===== src/rtl/bus_arbiter.sv =====
// ---------------------------------------------------------------------------
// bus_arbiter
//   Round-robin arbiter for three snooping processors sharing one bus.
//   A transaction walks IDLE -> GRANT -> [SNOOP -> [MEM]] -> DONE -> IDLE:
//   the winner's message is latched at the end of GRANT, broadcast with a
//   one-cycle bus_valid strobe in SNOOP, and read/write misses then wait in
//   MEM for mem_ready (bounded by MEM_TIMEOUT).
//
// Ports
//   clock        in   system clock, all state on the rising edge
//   reset        in   synchronous, active-high
//   req[2:0]     in   level requests, bit0=p1, bit1=p2, bit2=p3
//   msg1..msg3   in   message offered by each processor ([8:7] opcode)
//   mem_ready    in   memory finished the current miss service
//   grant[2:0]   out  one-hot grant, held GRANT..DONE
//   bus_out      out  latched message from SNOOP onward, 0 otherwise
//   bus_valid    out  one-cycle snoop strobe
//   mem_req      out  high throughout MEM
//   busy         out  high in every state except IDLE
//   timeout_err  out  one-cycle pulse when a MEM wait is abandoned
// ---------------------------------------------------------------------------
module bus_arbiter #(
    parameter int MEM_TIMEOUT = 15,
    parameter int MSG_W       = 9
) (
    input  logic             clock,
    input  logic             reset,
    input  logic [2:0]       req,
    input  logic [MSG_W-1:0] msg1,
    input  logic [MSG_W-1:0] msg2,
    input  logic [MSG_W-1:0] msg3,
    input  logic             mem_ready,
    output logic [2:0]       grant,
    output logic [MSG_W-1:0] bus_out,
    output logic             bus_valid,
    output logic             mem_req,
    output logic             busy,
    output logic             timeout_err
);

    localparam int CNT_W = (MEM_TIMEOUT < 1) ? 1 : $clog2(MEM_TIMEOUT + 1);
    localparam logic [CNT_W-1:0] TIMEOUT_VAL = CNT_W'(MEM_TIMEOUT);

    localparam logic [1:0] OP_NULL = 2'b00;
    localparam logic [1:0] OP_INV  = 2'b11;

    typedef enum logic [2:0] {
        S_IDLE,
        S_GRANT,
        S_SNOOP,
        S_MEM,
        S_DONE
    } state_t;

    state_t           state_q, state_d;
    logic [1:0]       ptr_q, ptr_d;        // highest-priority requester, 0..2
    logic [1:0]       winner_q, winner_d;  // current grant holder, 0..2
    logic [MSG_W-1:0] msg_q, msg_d;        // latched winner message
    logic [CNT_W-1:0] cnt_q, cnt_d;        // MEM wait counter

    logic [MSG_W-1:0] winner_msg;

    // First requester found when searching ptr, ptr+1, ptr+2 (mod 3).
    // Searching from the far end lets the nearest hit overwrite the rest.
    function automatic logic [1:0] rr_pick(input logic [2:0] r, input logic [1:0] p);
        logic [1:0] pick;
        int         idx;
        pick = p;
        for (int i = 2; i >= 0; i--) begin
            idx = (int'(p) + i) % 3;
            if (r[idx]) pick = 2'(idx);
        end
        return pick;
    endfunction

    always_comb begin
        case (winner_q)
            2'd0:    winner_msg = msg1;
            2'd1:    winner_msg = msg2;
            default: winner_msg = msg3;
        endcase
    end

    always_comb begin
        // NOTE: every signal driven here gets a default first, so no path
        // through the case statement can leave one unassigned (no latches).
        state_d     = state_q;
        ptr_d       = ptr_q;
        winner_d    = winner_q;
        msg_d       = msg_q;
        cnt_d       = '0;
        grant       = 3'b000;
        bus_out     = '0;
        bus_valid   = 1'b0;
        mem_req     = 1'b0;
        busy        = (state_q != S_IDLE);
        timeout_err = 1'b0;

        if (state_q != S_IDLE) grant[winner_q] = 1'b1;

        case (state_q)
            S_IDLE: begin
                if (|req) begin
                    winner_d = rr_pick(req, ptr_q);
                    state_d  = S_GRANT;
                end
            end
            S_GRANT: begin
                msg_d   = winner_msg;
                state_d = (winner_msg[MSG_W-1 -: 2] == OP_NULL) ? S_DONE : S_SNOOP;
            end
            S_SNOOP: begin
                bus_out = msg_q;
                // Gated so an edge that resets the bus never carries a strobe.
                bus_valid = ~reset;
                state_d   = (msg_q[MSG_W-1 -: 2] == OP_INV) ? S_DONE : S_MEM;
            end
            S_MEM: begin
                bus_out = msg_q;
                mem_req = 1'b1;
                cnt_d   = cnt_q + 1'b1;
                // mem_ready has priority over an expiring counter.
                if (mem_ready) begin
                    state_d = S_DONE;
                end else if (cnt_q == TIMEOUT_VAL) begin
                    timeout_err = ~reset;
                    state_d     = S_DONE;
                end
            end
            S_DONE: begin
                bus_out = msg_q;
                ptr_d   = (winner_q == 2'd2) ? 2'd0 : winner_q + 2'd1;
                state_d = S_IDLE;
            end
            default: state_d = S_IDLE;
        endcase
    end

    // NOTE: sequential state uses non-blocking assignments only, so every
    // flop samples the pre-edge value of every other flop.
    always_ff @(posedge clock) begin
        if (reset) begin
            // NOTE: the message register is reset as well, so no stale data
            // can ever surface on bus_out after a reset.
            state_q  <= S_IDLE;
            ptr_q    <= 2'd0;
            winner_q <= 2'd0;
            msg_q    <= '0;
            cnt_q    <= '0;
        end else begin
            state_q  <= state_d;
            ptr_q    <= ptr_d;
            winner_q <= winner_d;
            msg_q    <= msg_d;
            cnt_q    <= cnt_d;
        end
    end

endmodule


===== config.mk =====
export PLATFORM = sky130hd
export DESIGN_NAME = bus_arbiter
export DESIGN_NICKNAME = d
export VERILOG_FILES = /design/src/rtl/bus_arbiter.sv
export SDC_FILE = /design/constraint.sdc
export NUM_CORES = 1
export LEC_CHECK = 0
export CAP_MARGIN = 15
export CORE_MARGIN = 1.5
export CORE_UTILIZATION = 35
export DETAILED_ROUTE_END_ITERATION = 7
export PLACE_DENSITY = 0.67
export SLEW_MARGIN = 10
export SYNTH_ARGS = -nofsm -noshare
export SYNTH_HDL_FRONTEND = slang
export SYNTH_SLANG_ARGS = --single-unit

===== constraint.sdc =====
create_clock -name clock -period 2.5 [get_ports clock]
set_input_delay 0.5 -clock clock [delete_from_list [all_inputs] [get_ports clock]]
set_output_delay 0.5 -clock clock [all_outputs]
set_load 0.03 [all_outputs]

==> images/congestion.png <==
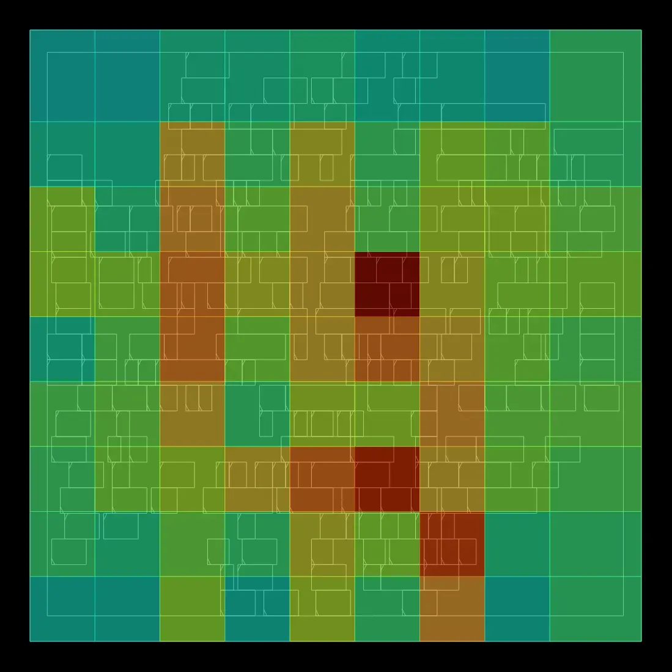
GR Layer Usage met1: 21.9%
GR Util met2: 26.4%
GR met3 Demand/Resource: 5.73%
Core Util, Final: 53.7%
routed length per instance: 11.5 microns

==> images/detail.png <==
Window x 20 to 45, y 20 to 45 microns. Cells in gray, sequential cells in the stronger gray; small squares are vias.
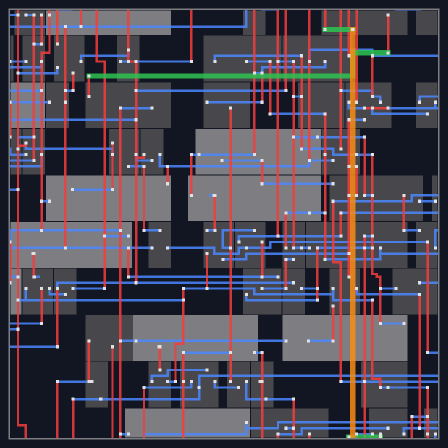
layer	color
metal 1	blue
metal 4	orange
metal 2	red
metal 3	green
most frequent	nand2_1 (10), dfxtp_1 (7), a21oi_1 (5)
sequential cells in the window	8
netlist names of flops here include	`msg_q` (3), `state_q` (3)
cells with their middle in the window	47

==> images/sizes.png <==
(8 px per micron)
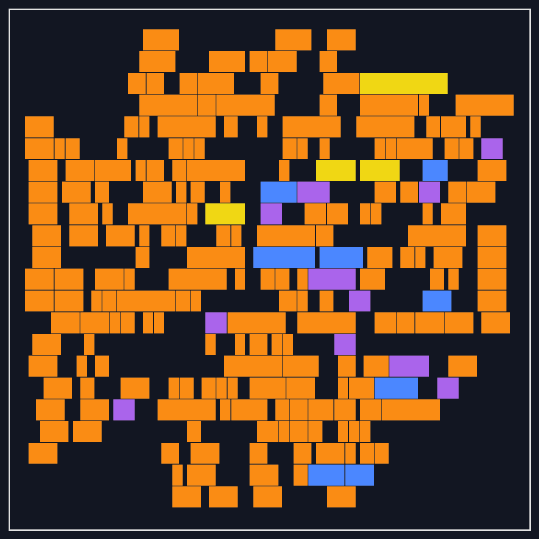
size	color	cells	share
_6 and larger	yellow	4	1.8%
_0 and _1 cells	orange	200	90%
_3 and _4 cells	purple	11	4.9%
_2 cells	blue	8	3.6%

==> images/layer_met2.png <==
(6 px per micron)
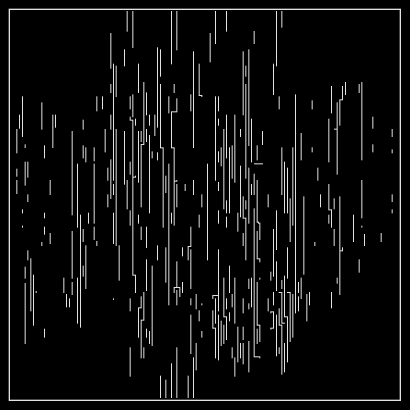
wire length on this layer	1380 microns
longest straight run	36.4 microns

==> images/flops_by_reg.png <==
(6 px per micron)
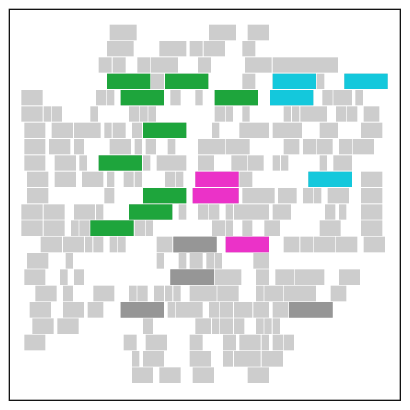
name in the netlist	color	sequential cells
`msg_q`	green	9
`state_q`	magenta	3
`cnt_q`	cyan	4
flip-flop and latch area: 402 sq um
power in sequential cells: 0.000468 W
flip-flop and latch share of the layout cell area: 20.4%

==> README.md <==
| Parameter | Value | Unit |
|---|---|---|
| Number of antenna violations at the first check in global routing | 0 | - |
| Clock tree from TritonCTS | built | - |
| Vertical die dimension | 64.9 | microns |
| Last element of the critical path | bus_out[8] | - |
| Total of max-cap violations | 0 | - |
| Number of OpenROAD warnings | 28 | - |
| Synth Instances | 174 | - |
| Worst slew margin relative to its limit | 69.3 | % |
| Element type at the critical path start | flip-flop | - |
| Commonest Layout Cell | sky130_fd_sc_hd__clkdlybuf4s50_1 | - |
| Total core area | 3660 | sq um |
| Max Fclk | 0.417 | GHz |
| Yosys Instances | 174 | - |
| Root buf cell | sky130_fd_sc_hd__clkbuf_8 | - |
| Proportion of cell area occupied by multi-input gates | 44.4 | % |
| Leakage power total | 0.826 | nW |
| Tally of filler cells in the layout | 353 | - |
| Setup repair after global routing missed its margin | false | - |
| Number of optimization iterations in the first detailed-route pass | 4 | - |
| Number of rows created at floorplan | 22 | - |
| 1st-iter DRT viols | 23 | - |
| Area fraction in compound gates after synthesis | 22.1 | % |
| Clock Power | 0.000322 | W |
| GRT Residual Overflow | 0 | - |
| Max Buffers Root-to-Sink | 2 | - |
| Number of buffers inserted for hold repair after clock tree synthesis | 0 | - |
| Drt via density | 4.87 | - |
| CP Data Arrival Time | 1.90 | ns |
| Sequential fraction of design power | 29.6 | % |
| Remaining design rule violation count | 0 | - |
| Register with the highest flop count | msg_q | - |
| Part of the total power dissipated in combinational logic | 50.0 | % |
| Non-Clock Buffer Count | 54 | - |
| Starting Density | 36.7 | % |
| Non-clock inverter count | 6 | - |
| Busiest layer in global routing | met2 | - |
| Final worst path period need | 2.40 | ns |
| Hold Violations, Final | 0 | - |
| Total chip power | 0.00158 | W |
| Worst hold slack across all endpoints | 0.451 | ns |
| Power density relative to cell area | 804 | nW/um^2 |
| Antenna Nets Post-Route | 0 | - |
| Xor and xnor fraction of the mapped netlist area | 1.30 | % |
| Wire length the detailed router placed on met1 | 1.47 | mm |
| Source of the critical timing path | state_q[2] | - |
| Run status | complete, no violations | - |
| CTS HTree Levels | 1 | - |
| Synth Register Bits | 20 | - |
| Post-Place Worst Slack | 0.123 | ns |
| TritonCTS Sinks | 20 | - |
| Chain of cells forming the critical path | nor3b_2 -> nor2_4 -> nor2b_1 -> clkdlybuf4s50_1 | - |
| Top cell type by instance count after synthesis | sky130_fd_sc_hd__nand2_1 | - |
| Setup violation total in the final timing report | 0 | - |
| Number of clock buffers in the layout | 3 | - |
| Synthesized net count | 211 | - |
| Met2 Wirelength | 1.38 | mm |
| Worst-case clock skew | 0.00568 | ns |
| Number of vias in the routed layout | 1319 | - |
| Post-synthesis async set-or-reset flop share | 0 | % |
| Comb. cell area | 873 | sq um |
| Sequential cell area fraction in the yosys report | 29.8 | % |
| Mux frac, synth | 8.20 | % |
| Horizontal die dimension | 64.9 | microns |
| Sequential cell count | 20 | - |
| Maximum number of pins on one net before global-route repair | 16 | - |
| Area contributors post-synth | sky130_fd_sc_hd__dfxtp_1 30%, sky130_fd_sc_hd__nand2_1 9.5%, sky130_fd_sc_hd__mux2i_1 8.2% | - |
| Post-cts sizing count | 1 | - |
No activity file was given, so power comes from the tool's default toggle rates.
